Figure 1. Routed metal per tile.
13 x 23 tiles, from white (low) to dark blue (high), scaled to the fullest tile. Values are wire area over tile area, all layers added.
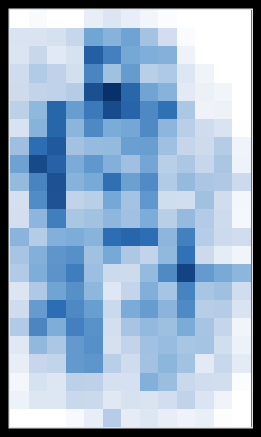
Figure 2. Close-up of the layout.
Scale bar: 5 microns. Region (39, 75) to (59, 95) microns. Cells in gray, sequential cells in the stronger gray; small squares are vias.
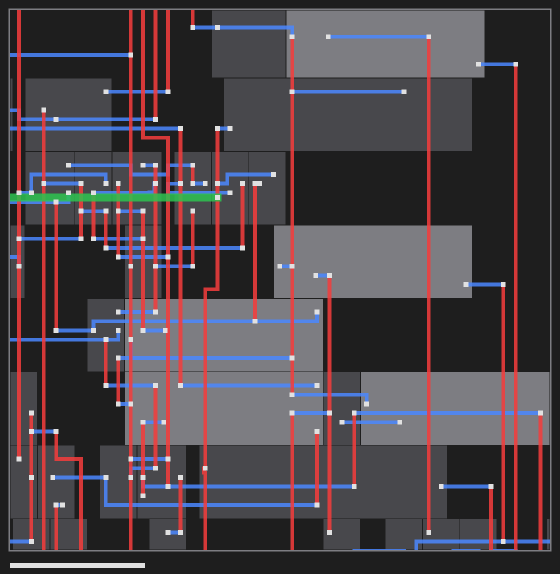
Figure 3. Signal wires by layer.
Scale bar: 20 microns. Only two layers are drawn.
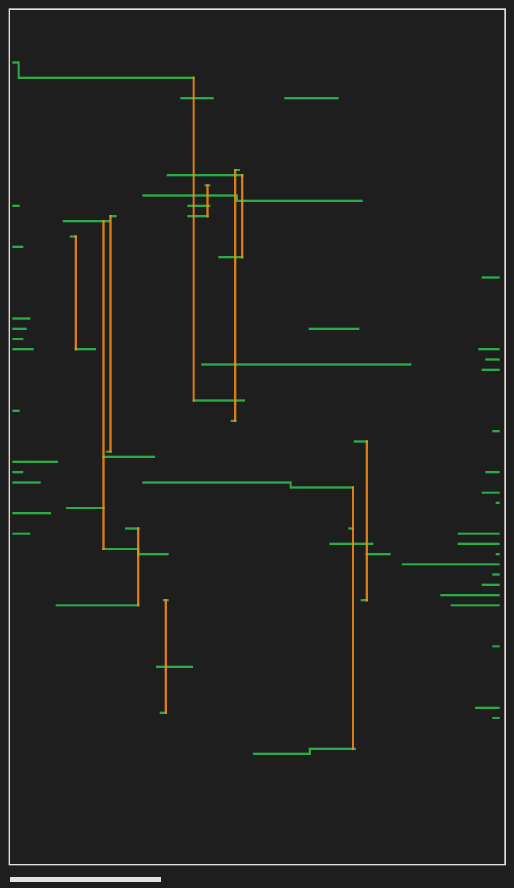
Figure 4. M1 wires.
Scale bar: 20 microns.
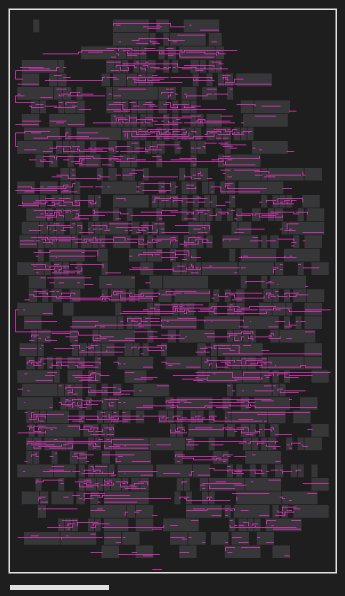
==> config.mk <==
export PLATFORM = sky130hd
export DESIGN_NAME = adc_i2c_sequencer_flat
export DESIGN_NICKNAME = d
export VERILOG_FILES = /design/src/rtl/adc_i2c_sequencer_if.sv /design/src/rtl/adc_i2c_sequencer.sv /design/src/flat_wrapper.sv
export SDC_FILE = /design/constraint.sdc
export NUM_CORES = 1
export LEC_CHECK = 0
export ABC_AREA = 1
export CORE_ASPECT_RATIO = 1.75
export CORE_UTILIZATION = 47
export DETAILED_ROUTE_END_ITERATION = 6
export GPL_ROUTABILITY_DRIVEN = 0
export PLACE_DENSITY_LB_ADDON = 0.15
export SYNTH_ARGS = -nofsm -noshare
export SYNTH_HDL_FRONTEND = slang
export SYNTH_SLANG_ARGS = --single-unit
==> constraint.sdc <==
create_clock -name clk -period 2.03 [get_ports clk]
set_input_delay 0.406 -clock clk [delete_from_list [all_inputs] [get_ports clk]]
set_output_delay 0.406 -clock clk [all_outputs]
set_load 0.02 [all_outputs]
==> results.yml <==
# flow metrics
sta:
  hold_violations: 0
  max_freq_mhz: 518
  setup-violations-final: 0
  skew_ns: 0.00405
  period_used_pct: 95.1
  layout_min_cycle_time_ns: 1.93
logic_synthesis:
  syn_area_sq_mm: 0.00333
  flop_cell: "dfxtp_1"
  yosysUniqueCellTypes: 28
  synth_area_per_cell_sq_um: 6.64
  syn_inst: 502
  yosys.area.top_type: "dfxtp_1"
  synthArstFlopShare_pct: 0
drt:
  first_pass_iters: 5
  vias_per_cell: 5.06
  route.detailed.drc: 0
outcome:
  outcome: "complete, no violations"
worst_setup_path:
  max_stage_delay_ns: 0.68
  cpLargestDelayFamily: "buffers and inverters"
  critPathSlowestCell: "clkdlybuf4s50_1"
  crit_arrival_ns: 1.52
  cp_num_cells: 1
  crit_type: "flop to output port"
finish:
  area_growth_pct: 25.9
  final_nets: 576
  nFillCells: 668
  drive_gt1_share_pct: 7.30
grt:
  grt_pass1_wl_microns: 14000
  grt_overflow: 0
cts:
  htree_levels: 3
  path_clk_slew_ns: 0.06
  holdBufCountCts: 0
  clk_latency_ns: 0.33
power:
  cellPowerDensity_mw_per_mm2: 978
floorplan:
  design.portCount: 47
placed_design:
  place_hpwl_microns: 6200
hold_path:
  min_path_type: "flop to flop"
## Picture notes: Figure 1
fullest tile: 0.51
emptiest ninth of the die: north-east
nearly empty tiles: 8.7%
mean over tiles: 0.18
tiles over half the peak: 23%
GRT Total Usage: 24.6%
average routed wire per standard cell: 12.7 microns
Routed WL: 8220 microns
detailed-route via count: 3270

## Picture notes: Figure 2
[red] M2
[blue] M1
[green] M3
cells with their middle in the window: 22
sequential cells in the window: 5
most frequent: nand2_1 (6), dfxtp_1 (5)

## Picture notes: Figure 3
[green] M3 | wire length: 313 microns
[orange] M4 | wire length: 262 microns

## Picture notes: Figure 4
main direction: horizontal
share of all routed wire: 37%
met1 Resource Use GR: 23.2%

==> layout by cell type (no fill, tap or decap), types with 2 or more instances in the layout <==
master,n
nor2_1,122
nand2_1,109
dfxtp_1,69
inv_1,46
o21ai_0,45
clkdlybuf4s50_1,44
a21oi_1,28
nand3_1,25
buf_4,11
clkbuf_16,9
nand4_1,6
nor3_1,6
xor2_1,6
ha_1,5
nor2_2,3
nand2_2,3
xnor2_1,3
clkinvlp_4,3
nor2_4,2
nand3_2,2
inv_2,2
conb_1,2
==> power breakdown <==
| part | switching (mW) | internal [mW] | total [mW] |
|---|---|---|---|
| clock | 0.570 | 0.858 | 1.43 |
| combinational | 0.684 | 0.433 | 1.12 |
| sequential | 0.0988 | 1.46 | 1.56 |
| total | 1.35 | 2.75 | 4.10 |
==> metal layers <==
layer	wire length [microns]	up-vias	global-route usage [%]	share of wire, %
met5	0	-	0	0
met4	261	0	14.2	3.2
met3	312	26	6.50	3.8
met2	4580	79	45.6	56
met1	3060	1469	23.2	37
li1	-	1696	-	-
==> cells by family (layout without fill, tap and decap cells) <==
| logic type | after synthesis | after routing | synth area share [%] |
|---|---|---|---|
| other cells | 1 | 2 | 0.113 |
| flops | 69 | 69 | 41.5 |
| xor+xnor | 9 | 9 | 2.37 |
| buf+inv | 61 | 120 | 7.47 |
| simple gates | 282 | 282 | 35.3 |
| compound gates | 75 | 75 | 11.4 |
| fa+ha+maj | 5 | 5 | 1.88 |
==> cell usage after synthesis, types with 2 or more instances <==
master,n
nor2_1,122
nand2_1,109
dfxtp_1,69
inv_1,46
o21ai_0,45
a21oi_1,28
nand3_1,25
clkbuf_1,8
nand4_1,6
nor3_1,6
xor2_1,6
ha_1,5
buf_4,3
nand2_2,3
nor2_2,3
xnor2_1,3
inv_2,2
nand3_2,2
nor2_4,2
==> through the flow <==
| stage | utilization [%] | total power [mW] |
|---|---|---|
| floorplan | - | 2.31 |
| global placement | 57.1 | 2.68 |
| finish | 61.2 | 4.10 |
| detailed placement | 57.1 | 2.69 |
| CTS | 61.2 | 4.14 |
| global route | 61.2 | 4.36 |
==> cell type report <==
| class | instances | area [sq um] | area share (%) |
|---|---|---|---|
| flip-flops and latches | 69 | 1380 | 32.9 |
| multi-input cells | 373 | 1710 | 40.7 |
| repair buffers | 56 | 543 | 12.9 |
| clock inverters | 5 | 36.3 | 0.865 |
| clock buffers | 11 | 243 | 5.79 |
| inverters | 48 | 180 | 4.30 |
| well taps | 84 | 105 | 2.51 |
Power figures rest on the tool's default switching activity, not on a simulated workload.
